--- config.mk ---
export PLATFORM = sky130hd
export DESIGN_NAME = traffic_controller
export DESIGN_NICKNAME = d
export VERILOG_FILES = /design/src/rtl/traffic_controller.sv
export SDC_FILE = /design/constraint.sdc
export NUM_CORES = 1
export LEC_CHECK = 0
export ABC_AREA = 1
export CORE_MARGIN = 3
export CORE_UTILIZATION = 49
export CTS_CLUSTER_SIZE = 16
export DETAILED_ROUTE_END_ITERATION = 8
export PLACE_DENSITY = 0.81
export REMOVE_ABC_BUFFERS = 1
export SYNTH_ARGS = -nofsm -noshare
export SYNTH_HDL_FRONTEND = slang
export SYNTH_SLANG_ARGS = --single-unit
--- constraint.sdc ---
create_clock -name clock -period 1.37 [get_ports clock]
set_input_delay 0.2055 -clock clock [delete_from_list [all_inputs] [get_ports clock]]
set_output_delay 0.2055 -clock clock [all_outputs]
set_load 0.005 [all_outputs]
--- src/rtl/traffic_controller.sv ---
// ---------------------------------------------------------------------------
// traffic_controller
//   Two-road intersection sequencer. The main road rests on green until a
//   side-road request has been latched and the minimum green dwell has
//   elapsed, then cycles through main yellow, all-red, side green, side
//   yellow and all-red before returning. A level-sensitive night mode
//   flashes main yellow / side red until released into an all-red clearance.
//
// Ports
//   clock       in   rising-edge clock
//   reset_n     in   asynchronous active-low reset (forces RED2 clearance)
//   side_req    in   side-road vehicle sensor, sampled every edge
//   flash_en    in   night flash mode request, level-sensitive
//   light_main  out  [2:0] registered main lamps: red 100, green 010,
//                    yellow 001, dark 000
//   light_side  out  [2:0] registered side lamps, same encoding
//   phase       out  [2:0] registered state code
// ---------------------------------------------------------------------------
module traffic_controller #(
  parameter int unsigned GREEN_TIME  = 8,
  parameter int unsigned SIDE_TIME   = 4,
  parameter int unsigned YELLOW_TIME = 2,
  parameter int unsigned ALLRED_TIME = 1,
  parameter int unsigned FLASH_TIME  = 3,
  parameter int unsigned TIMER_W     = 8
) (
  input  logic       clock,
  input  logic       reset_n,
  input  logic       side_req,
  input  logic       flash_en,
  output logic [2:0] light_main,
  output logic [2:0] light_side,
  output logic [2:0] phase
);

  // State codes are visible on the phase output, so they stay fixed values.
  localparam logic [2:0] S_MAIN_G = 3'd0;
  localparam logic [2:0] S_MAIN_Y = 3'd1;
  localparam logic [2:0] S_RED1   = 3'd2;
  localparam logic [2:0] S_SIDE_G = 3'd3;
  localparam logic [2:0] S_SIDE_Y = 3'd4;
  localparam logic [2:0] S_RED2   = 3'd5;
  localparam logic [2:0] S_FLASH  = 3'd6;

  localparam logic [2:0] LAMP_RED    = 3'b100;
  localparam logic [2:0] LAMP_GREEN  = 3'b010;
  localparam logic [2:0] LAMP_YELLOW = 3'b001;
  localparam logic [2:0] LAMP_DARK   = 3'b000;

  // Reload values: a state lasting N cycles starts its down-counter at N-1.
  localparam logic [TIMER_W-1:0] T_GREEN  = TIMER_W'(GREEN_TIME  - 1);
  localparam logic [TIMER_W-1:0] T_SIDE   = TIMER_W'(SIDE_TIME   - 1);
  localparam logic [TIMER_W-1:0] T_YELLOW = TIMER_W'(YELLOW_TIME - 1);
  localparam logic [TIMER_W-1:0] T_ALLRED = TIMER_W'(ALLRED_TIME - 1);
  localparam logic [TIMER_W-1:0] T_FLASH  = TIMER_W'(FLASH_TIME  - 1);

  logic [2:0]         r_state;
  logic [TIMER_W-1:0] r_timer;
  logic               r_req;
  logic               r_lit;
  logic [2:0]         r_light_main;
  logic [2:0]         r_light_side;

  logic [2:0]         w_state_nxt;
  logic [TIMER_W-1:0] w_timer_nxt;
  logic               w_req_nxt;
  logic               w_lit_nxt;
  logic               w_timer_zero;
  logic [2:0]         w_main_nxt;
  logic [2:0]         w_side_nxt;

  assign w_timer_zero = (r_timer == '0);

  // Next-state / timer. The default timer path counts down and parks at 0,
  // which is what holds MAIN_G indefinitely without a request.
  always_comb begin
    w_state_nxt = r_state;
    w_timer_nxt = w_timer_zero ? '0 : (r_timer - TIMER_W'(1));
    w_lit_nxt   = r_lit;

    case (r_state)
      S_MAIN_G: begin
        if (w_timer_zero && r_req) begin
          w_state_nxt = S_MAIN_Y;
          w_timer_nxt = T_YELLOW;
        end
      end
      S_MAIN_Y: begin
        if (w_timer_zero) begin
          w_state_nxt = S_RED1;
          w_timer_nxt = T_ALLRED;
        end
      end
      S_RED1: begin
        if (w_timer_zero) begin
          w_state_nxt = S_SIDE_G;
          w_timer_nxt = T_SIDE;
        end
      end
      S_SIDE_G: begin
        if (w_timer_zero) begin
          w_state_nxt = S_SIDE_Y;
          w_timer_nxt = T_YELLOW;
        end
      end
      S_SIDE_Y: begin
        if (w_timer_zero) begin
          w_state_nxt = S_RED2;
          w_timer_nxt = T_ALLRED;
        end
      end
      S_RED2: begin
        if (w_timer_zero) begin
          w_state_nxt = S_MAIN_G;
          w_timer_nxt = T_GREEN;
        end
      end
      S_FLASH: begin
        if (!flash_en) begin
          w_state_nxt = S_RED2;
          w_timer_nxt = T_ALLRED;
          w_lit_nxt   = 1'b1;
        end else if (w_timer_zero) begin
          w_timer_nxt = T_FLASH;
          w_lit_nxt   = ~r_lit;
        end
      end
      default: begin
        w_state_nxt = S_RED2;
        w_timer_nxt = T_ALLRED;
        w_lit_nxt   = 1'b1;
      end
    endcase

    // Flash request overrides every sequenced transition of a legal state.
    if (flash_en && (r_state <= S_RED2)) begin
      w_state_nxt = S_FLASH;
      w_timer_nxt = T_FLASH;
      w_lit_nxt   = 1'b1;
    end
  end

  // The latch is cleared on SIDE_G entry; a request on that same edge is lost.
  always_comb begin
    if ((w_state_nxt == S_SIDE_G) && (r_state != S_SIDE_G)) begin
      w_req_nxt = 1'b0;
    end else begin
      w_req_nxt = r_req | side_req;
    end
  end

  // Lamps are decoded from the next state so they register on the same edge
  // as the state itself and never lag it by a cycle.
  always_comb begin
    w_main_nxt = LAMP_RED;
    w_side_nxt = LAMP_RED;
    case (w_state_nxt)
      S_MAIN_G: w_main_nxt = LAMP_GREEN;
      S_MAIN_Y: w_main_nxt = LAMP_YELLOW;
      S_SIDE_G: w_side_nxt = LAMP_GREEN;
      S_SIDE_Y: w_side_nxt = LAMP_YELLOW;
      S_FLASH: begin
        w_main_nxt = w_lit_nxt ? LAMP_YELLOW : LAMP_DARK;
        w_side_nxt = w_lit_nxt ? LAMP_RED    : LAMP_DARK;
      end
      default: begin
        w_main_nxt = LAMP_RED;
        w_side_nxt = LAMP_RED;
      end
    endcase
  end

  always_ff @(posedge clock or negedge reset_n) begin
    if (!reset_n) begin
      r_state      <= S_RED2;
      r_timer      <= T_ALLRED;
      r_req        <= 1'b0;
      r_lit        <= 1'b1;
      r_light_main <= LAMP_RED;
      r_light_side <= LAMP_RED;
    end else begin
      r_state      <= w_state_nxt;
      r_timer      <= w_timer_nxt;
      r_req        <= w_req_nxt;
      r_lit        <= w_lit_nxt;
      r_light_main <= w_main_nxt;
      r_light_side <= w_side_nxt;
    end
  end

  assign light_main = r_light_main;
  assign light_side = r_light_side;
  assign phase      = r_state;

endmodule

Fig. 1: run 1, the metal 1 layer
Supply wires on this layer in grey. Cells faint in the background.
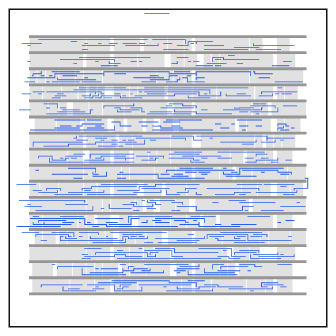
nets with wire on the layer	185
longest straight run	23.0 um
wire length on this layer	1,620 um
share of all routed wire	37%
main direction	horizontal
total via count in the routed design: 1,225
met1 usage: 0.3592
routed wire length: 4400 um

Fig. 2: run 1, drive-strength map
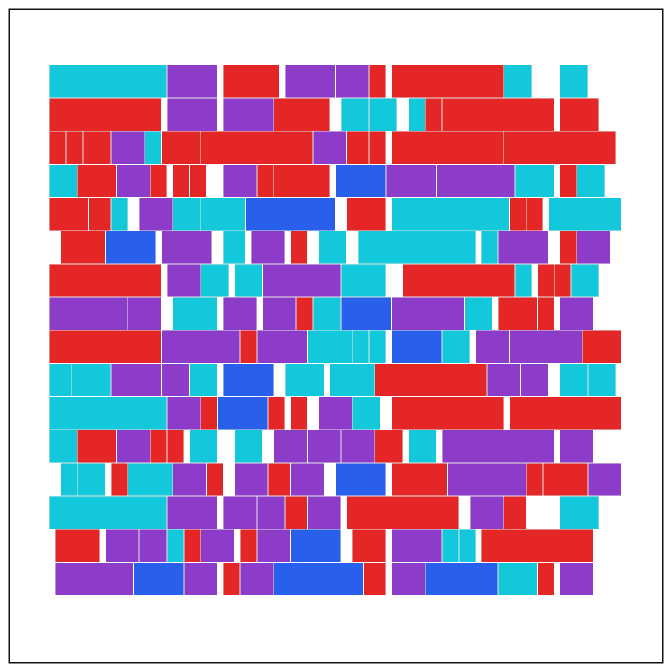
size	colour	cells	share	most used
_2 cells	cyan	53	27%	nand2_2
_0 and _1 cells	red	69	36%	nand2_1
_6 and larger	blue	12	6.2%	buf_6
_3 and _4 cells	purple	60	31%	buf_4
Non-CTS buffers: 54
post-route cell area: 1887 um^2
signed area change from the synthesized netlist to the final layout: 70.98%
worst-case setup margin in the final layout: -0.2434 ns

==> job_summary.md, run 1 <==
### Flow metrics

| Metric | Value |
|---|---|
| Internal power of the cells | around 2400 uW |
| Gp weighted congestion | roughly 1.0 |
| Biggest cell category by area in the final layout | combinational gates |
| Clock slew seen by the registers of the worst setup and hold paths | between 0.1 and 0.15 ns |
| Share of total power in the clock network | 0.066 |
| Fraction of the yosys area taken by sequential cells | 0.4365 |
| Clock sink count | 19 |
| Residual overflow from global routing | 0 |
| Fin Hold WS | between 0.2 and 0.25 ns |
| Startpoint type of the worst setup path | flip-flop |
| Wire length of the first global-routing pass | approximately 6500 um |
| Max_slew headroom | 0.7539 |
| Count of final setup violators | 20 |
| Post-synthesis compound-gate area fraction | 0.06122 |
| Period Utilization, post-route | 1.178 |
| Number of synthesis warnings | 0 |
| Total routing resource utilization after global routing | 0.3331 |
| Crit Reg-Reg Startpoint | r_timer[1] |
| Fraction of final layout cells sized beyond drive strength 1 | 0.6443 |
| Leakage power | between 0.0009 and 0.001 uW |
| Total power draw | 4833 uW |
| Gate Count Post-Synth | between 100 and 150 |
| Combinational Power Share | 0.739 |
| Sequential fraction of design power | 0.195 |
| Most area-hungry cell type in the Yosys netlist | sky130_fd_sc_hd__dfrtp_1 |
| Clock Buffer Count | 3 |
| Cell variety after synth | 23 |
| CP endpoint kind | flip-flop |
| Violations in the final reports | setup timing |
| Largest cells by area after synthesis | sky130_fd_sc_hd__dfrtp_1 32%, sky130_fd_sc_hd__dfstp_2 12%, sky130_fd_sc_hd__nand2_1 9.5%, sky130_fd_sc_hd__nand3_2 5.4%, sky130_fd_sc_hd__inv_1 5.1% |
| Layer with the highest usage after global routing | met2 |
| Cell area after synthesis | 1104 um^2 |
| IO Pins | 13 |
| Share of the final layout cell area in multi-input gates | 0.4058 |
| Area occupied by registers | 481.7 um^2 |
| Deepest level of the CTS H-tree | 1 |
| Drt wl/cell | between 15 and 20 um |
| Master cell of the clock root buffer | sky130_fd_sc_hd__clkbuf_4 |
| Max clock buf depth | 2 |
| Final critical path time including I/O delays and setup | around 1.6 ns |
| Total net switching power | between 2000 and 2500 uW |
| Pin slew with the least headroom to its limit | about 0.37 ns |
| Worst EP arrival | 1.81 ns |
| Worst-case setup margin in the final layout | -0.2434 ns |
| Initial detailed-routing violation count | about 55 |
| Max VDD drop | ~2.0 mV |
| Inverter count of the layout excluding clock inverters | 24 |
| Setup bufs post-CTS | 15 |
| Estimated wirelength of the detail-placed design | 2044 um |
| Die Area | 2857 um^2 |
| Run status | complete, but fails checks |
| WL met2 | 2277 um |
| Buf/Inv on CP | 3 |
| Length of routed met3 wiring | between 200 and 300 um |
| Synthesized chip area reported by yosys | around 1100 um^2 |
| Number of hold violations in the final report | 0 |
| Multiplexer share of the synthesized area | 0 |
| Total number of sequential cells | 19 |
| # hold bufs at CTS | 0 |
| Max Clock Skew | about 0.0013 ns |
| Instance area at placement | about 1400 um^2 |
| Largest reg by FF count | r_timer |
| Area fraction in xor and xnor cells | 0.03175 |
| Filler instances | around 72 |
Fig. 3: run 1, placement by cell class
The bar under the picture is 20 um long.
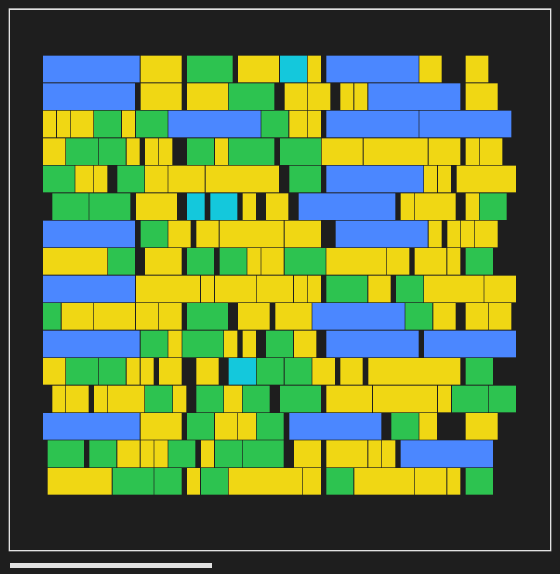
class	colour	cells	share of their area
flops	blue	19	26%
combinational and other logic	yellow	117	47%
clock drivers and dummy loads	cyan	4	1.5%
other buffers and delay cells	green	54	25%
placeable core region: 2042 um^2
Post-Route Utilization: 0.9240
number of core rows: 16

Fig. 4: run 1, clock wires, drivers and flops
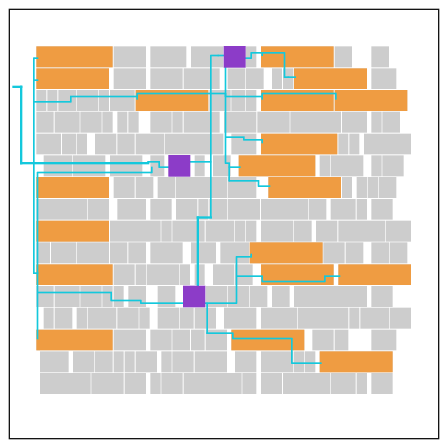
[clock drivers] purple | count: 3
[flip-flops] orange | count: 19
[clock wires] cyan | length: 285 um
flops lie	widely spread
routed clock nets	4

run 1: worst min-delay path by stage:
| stage | start | end | slack [ns] |
|---|---|---|---|
| detailed placement | reset_n | r_timer[2] | 0.56 |
| CTS | reset_n | r_timer[2] | 0.21 |
| global route | reset_n | r_timer[6] | 0.23 |
| global placement | r_timer[5] | r_timer[5] | 0.56 |
| finish | reset_n | r_timer[3] | 0.20 |
| floorplan | reset_n | light_main[0] | -0.09 |
run 1: cells in the final DEF, fill, tap and decap left out, types with 2 or more instances in the layout:
cell                              synthesis  routed
sky130_fd_sc_hd__buf_4                    0      33
sky130_fd_sc_hd__nand2_2                  9      16
sky130_fd_sc_hd__nand2_1                 28      15
sky130_fd_sc_hd__dfrtp_1                 14      14
sky130_fd_sc_hd__inv_2                    9      11
sky130_fd_sc_hd__buf_6                    0       9
sky130_fd_sc_hd__nor2_1                  15       8
sky130_fd_sc_hd__inv_1                   15       8
sky130_fd_sc_hd__nor2_2                   5       6
sky130_fd_sc_hd__nor2_4                   0       6
sky130_fd_sc_hd__nand3_4                  1       6
sky130_fd_sc_hd__nand3_2                  6       5
sky130_fd_sc_hd__nand2_4                  0       5
sky130_fd_sc_hd__a21oi_2                  1       5
sky130_fd_sc_hd__dfstp_2                  5       5
sky130_fd_sc_hd__dlygate4sd2_1            0       5
sky130_fd_sc_hd__inv_4                    0       4
sky130_fd_sc_hd__xor2_1                   4       3
sky130_fd_sc_hd__clkbuf_4                 0       3
sky130_fd_sc_hd__clkdlybuf4s50_1          0       3
sky130_fd_sc_hd__dlymetal6s2s_1           0       3
sky130_fd_sc_hd__o21ai_0                  3       2
sky130_fd_sc_hd__nand3_1                  6       2
run 1: Yosys cell counts:
library cell,n
sky130_fd_sc_hd__o21ai_0,3
sky130_fd_sc_hd__nor2_8,1
sky130_fd_sc_hd__nor3_1,2
sky130_fd_sc_hd__a21oi_1,6
sky130_fd_sc_hd__xor2_1,4
sky130_fd_sc_hd__dfrtp_1,14
sky130_fd_sc_hd__nand2_2,9
sky130_fd_sc_hd__a31oi_1,1
sky130_fd_sc_hd__nand3_2,6
sky130_fd_sc_hd__dfstp_2,5
sky130_fd_sc_hd__inv_2,9
sky130_fd_sc_hd__o211ai_1,1
sky130_fd_sc_hd__a21oi_2,1
sky130_fd_sc_hd__or2_2,1
sky130_fd_sc_hd__nor2_1,15
sky130_fd_sc_hd__nand3_1,6
sky130_fd_sc_hd__nor2_2,5
sky130_fd_sc_hd__nand2_1,28
sky130_fd_sc_hd__buf_2,1
sky130_fd_sc_hd__nand3_4,1
sky130_fd_sc_hd__inv_1,15
sky130_fd_sc_hd__nand4_1,1
sky130_fd_sc_hd__ha_1,2
run 1: stage by stage:
step	setup slack, ns	std cells
after floorplan	-0.04357	136
after global placement	-0.1960	198
after detailed placement	-0.2587	198
after CTS	-0.1123	217
after global routing	-0.2959	221
final	-0.2434	221
run 1: power by group through the flow:
| stage | combinational (uW) | sequential (uW) | clock, uW |
|---|---|---|---|
| after detailed placement | 2090 | 953 | 0 |
| after global routing | 3760 | 954 | 324 |
| after global placement | 2010 | 944 | 0 |
| after CTS | 2930 | 909 | 307 |
| final | 3570 | 942 | 318 |
| after floorplan | 1220 | 963 | 0 |
==> run 2: changes to the inputs <==
CORE_UTILIZATION = 45   (was 49)
PLACE_DENSITY = 0.76   (was 0.81)
Fig. 5: run 2, the metal 1 layer
Supply wires on this layer in grey. Cells faint in the background.
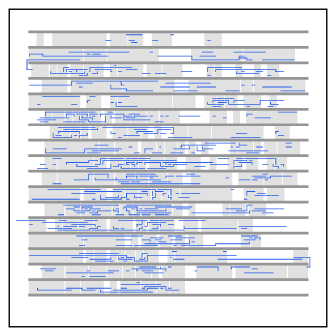
wire length on this layer	1,160 um
longest straight run	17.0 um
nets with wire on the layer	172
share of all routed wire	38%
main direction	horizontal

Fig. 6: run 2, clock wires, drivers and flops
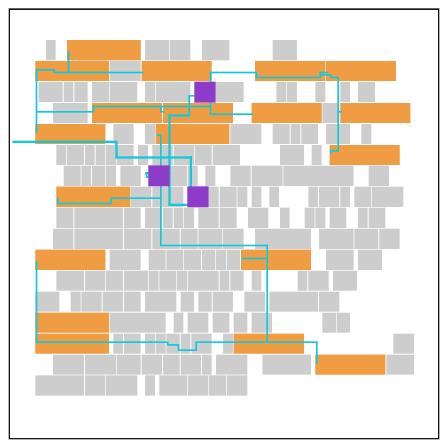
[flip-flops] orange | count: 19
[clock drivers] purple | count: 3
[clock wires] cyan | length: 260 um
flops lie	widely spread
routed clock nets	4
share of total power in the clock network: 0.074
source-to-sink clock delay at the later pin of the worst-skew pair: 0.31 ns
Max Clock Skew: 0.01124 ns
P_clk: 299 uW

==> run 2 against run 1 <==
The flow still finishes with violations (setup timing). Sequential share of layout area is 2.7 points higher. First-iteration DRC count is 62% lower. Critical path depth unchanged. Wire length down 30%. Synthesized cell count unchanged. Clock skew up 0.010 ns. Die area is 7.9% higher. Core utilization is 17 points lower. Total power fell by 16%. Clock power shrank 6%. Critical endpoint is now r_req. Largest cell class unchanged.
==> job_summary.md, run 2 <==
### Flow metrics

| Metric | Value |
|---|---|
| Number of vias per cell | just over 5 |
| Internal power of the cells | 2153 uW (-12%) |
| Max clock buf depth | 2 (unchanged) |
| Routed wire length | 3059 um (-30%) |
| Initial detailed-routing violation count | 21 (-62%) |
| Placeable core region | 2276 um^2 (+11%) |
| Wire length of the first global-routing pass | 5050 um (-22%) |
| Count of flip-flops with a built-in enable after synthesis | 0 (unchanged) |
| Total net switching power | 1909 uW (-20%) |
| Signed area change from the synthesized netlist to the final layout | 55.22% |
| Combinational Power Share | 0.692 (-0.047) |
| Estimated wirelength of the detail-placed design | 1969 um (-3.7%) |
| IO Pins | 13 (unchanged) |
| Drt wl/cell | 14.36 um (-28%) |
| Deepest level of the CTS H-tree | 1 (unchanged) |
| Most common cell in the netlist | sky130_fd_sc_hd__nand2_1 |
| Count of final setup violators | 17 (-15%) |
| CP endpoint kind | flip-flop |
| Period Utilization, post-route | 1.109 (-0.06826) |
| Most area-hungry cell type in the Yosys netlist | sky130_fd_sc_hd__dfrtp_1 |
| Largest reg by FF count | r_timer |
| Worst-case setup margin in the final layout | -0.1499 ns (+0.09351 ns) |
| Total via count in the routed design | 1,083 (-12%) |
| Worst EP arrival | 1.72 ns (-0.09 ns) |
| Sequential fraction of design power | 0.235 (+0.040) |
| Number of hold violations in the final report | 0 (unchanged) |
| Filler instances | 146 (+100%) |
| Total power draw | 4062 uW (-16%) |
| Top cells by instance count after synthesis | 28 x sky130_fd_sc_hd__nand2_1, 15 x sky130_fd_sc_hd__inv_1, 15 x sky130_fd_sc_hd__nor2_1 |
| Setup WS pre-CTS | -0.2115 ns (+0.04713 ns) |
| Die Area | 3082 um^2 (+7.9%) |
| Dominant logic cell types in the final layout | 29 x sky130_fd_sc_hd__buf_4, 17 x sky130_fd_sc_hd__nand2_2, 17 x sky130_fd_sc_hd__nand2_1 |
| Leakage power | 0.0008689 uW (-8.4%) |
| Fraction of the yosys area taken by sequential cells | 0.4365 (unchanged) |
| Gate Count Post-Synth | 137 (unchanged) |
| Violations in the final reports | setup timing |
| Gp weighted congestion | 0.9607 (-5.1%) |
| Final critical path time including I/O delays and setup | 1.520 ns (-0.09351 ns) |
| Fraction of final layout cells sized beyond drive strength 1 | 0.5838 (-0.06055) |
| # hold bufs at CTS | 0 (unchanged) |
| Cell variety after synth | 23 (unchanged) |
| Post-Route Utilization | 0.7526 (-0.1714) |
| Total routing resource utilization after global routing | 0.2051 (-0.1280) |
| Dominant register cell | sky130_fd_sc_hd__dfrtp_1 |
| Number of cells in the finished layout apart from fillers | 213 (-3.6%) |
| Clock slew seen by the registers of the worst setup and hold paths | 0.12 ns (about the same) |
| Cell total after placement | 198 (unchanged) |
| Fin Hold WS | 0.2141 ns (+0.01135 ns) |
| Clock sink count | 19 (unchanged) |
| Number of synthesis warnings | 0 (unchanged) |
| Synthesized chip area reported by yosys | 1104 um^2 (unchanged) |
| Max_slew headroom | 0.8238 (+0.06999) |
| Startpoint type of the worst setup path | flip-flop |
| Run status | complete, but fails checks |
| Async set or reset register ratio after synthesis | 1.000 (unchanged) |
| Max VDD drop | 1.587 mV (-20%) |
| Pin slew with the least headroom to its limit | 0.2633 ns (-0.1021 ns) |
| Cell area after synthesis | 1104 um^2 (unchanged) |
| Largest cells by area after synthesis | sky130_fd_sc_hd__dfrtp_1 32%, sky130_fd_sc_hd__dfstp_2 12%, sky130_fd_sc_hd__nand2_1 9.5%, sky130_fd_sc_hd__nand3_2 5.4%, sky130_fd_sc_hd__inv_1 5.1% |
| Net switching fraction of the power | 0.4700 |
| Master cell of the clock root buffer | sky130_fd_sc_hd__clkbuf_4 |
Fig. 7: run 2, drive-strength map
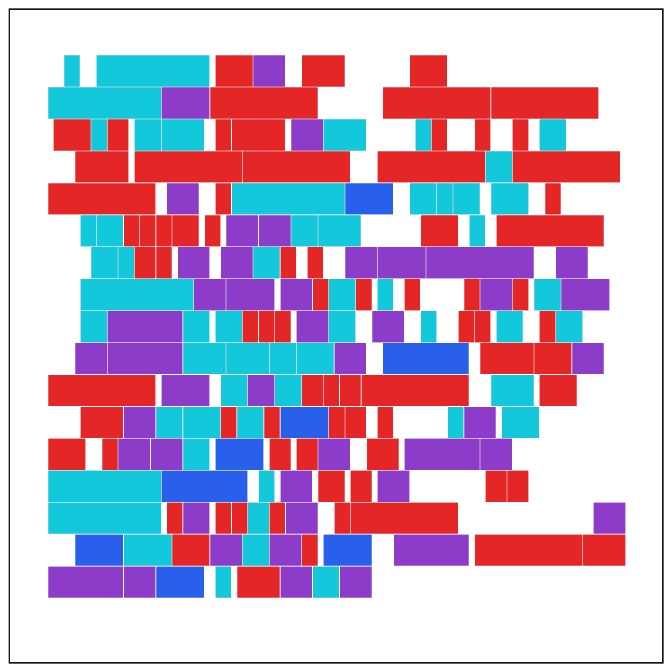
size	colour	cells	share	most used
_3 and _4 cells	purple	45	24%	buf_4
_0 and _1 cells	red	77	42%	nand2_1
_2 cells	cyan	55	30%	nand2_2
_6 and larger	blue	8	4.3%	buf_6

-- run 2: cell counts after synthesis --
Identical to the previous run, type by type.
-- run 2: logic make-up after synthesis --
group	count (synthesis)	share of synthesized area
simple gates	75	0.3617
buf+inv	25	0.08616
flops	19	0.4365
compound gates	12	0.06123
xor+xnor	4	0.03174
fa+ha+maj	2	0.02267
-- run 2: routing by layer --
layer  track usage  vias to the layer above  part of all wire
met1        0.2356                      520              0.38
met4       0.05556                        0             0.018
li1              -                      519                 -
met2        0.3902                       35              0.56
met3       0.02804                        9             0.043
met5             0                        -                 0
-- run 2: cell type report --
class,count,area (um^2),area share
multi-input combinational,93,679.4,0.3966
tap,28,35.03,0.02045
inverter,24,102.6,0.05990
clock inverter,1,5.005,0.002922
clock buffer,3,22.52,0.01315
sequential,19,483.0,0.2820
timing repair buffer,45,385.4,0.2250
-- run 2: power by group through the flow --
stage	registers, uW	logic, uW	clock network (uW)
detailed placement	960	2060	0
floorplan	963	1220	0
finish	953	2810	299
global placement	952	1980	0
global route	977	3060	321
CTS	937	2550	297
-- run 2: final timing paths --
kind	start	endpoint	slack, ns	cells past startpoint
worst max register to register	phase[2]	r_req	-0.15	9
worst min-delay path	reset_n	r_timer[2]	0.21	2
worst min register to register	r_timer[5]	r_timer[5]	0.62	3
min in group clock	side_req	r_req	0.54	3
worst max-delay path	phase[2]	r_req	-0.15	9
max in group asynchronous	reset_n	light_main[2]	0.88	2
-- run 2: metrics by stage --
stage / instance area [um^2] / setup TNS (ns)
floorplan: 1099 / -0.1111
global placement: 1419 / -1.627
detailed placement: 1419 / -2.028
CTS: 1643 / -0.4776
global route: 1713 / -2.487
finish: 1713 / -1.226
-- run 2: worst max-delay path, stage by stage (launching register included) --
cell,delay [ns]
sky130_fd_sc_hd__dfstp_2,0.40
sky130_fd_sc_hd__buf_6,0.13
sky130_fd_sc_hd__nor2_1,0.23
sky130_fd_sc_hd__nand2_1,0.11
sky130_fd_sc_hd__nand2_2,0.09
sky130_fd_sc_hd__nand3_2,0.10
sky130_fd_sc_hd__nand2_4,0.10
sky130_fd_sc_hd__nand3_2,0.10
sky130_fd_sc_hd__nor2_1,0.10
sky130_fd_sc_hd__nor2_1,0.05
-- run 2: repair_timing --
| action | 4_1_cts | 5_1_grt |
|---|---|---|
| pin swaps | 7 | 7 |
| resized | 45 | 19 |
| setup buffers | 10 | 2 |
| endpoints found under the setup margin | 23 | 21 |
Power and IR drop assume default switching activity.
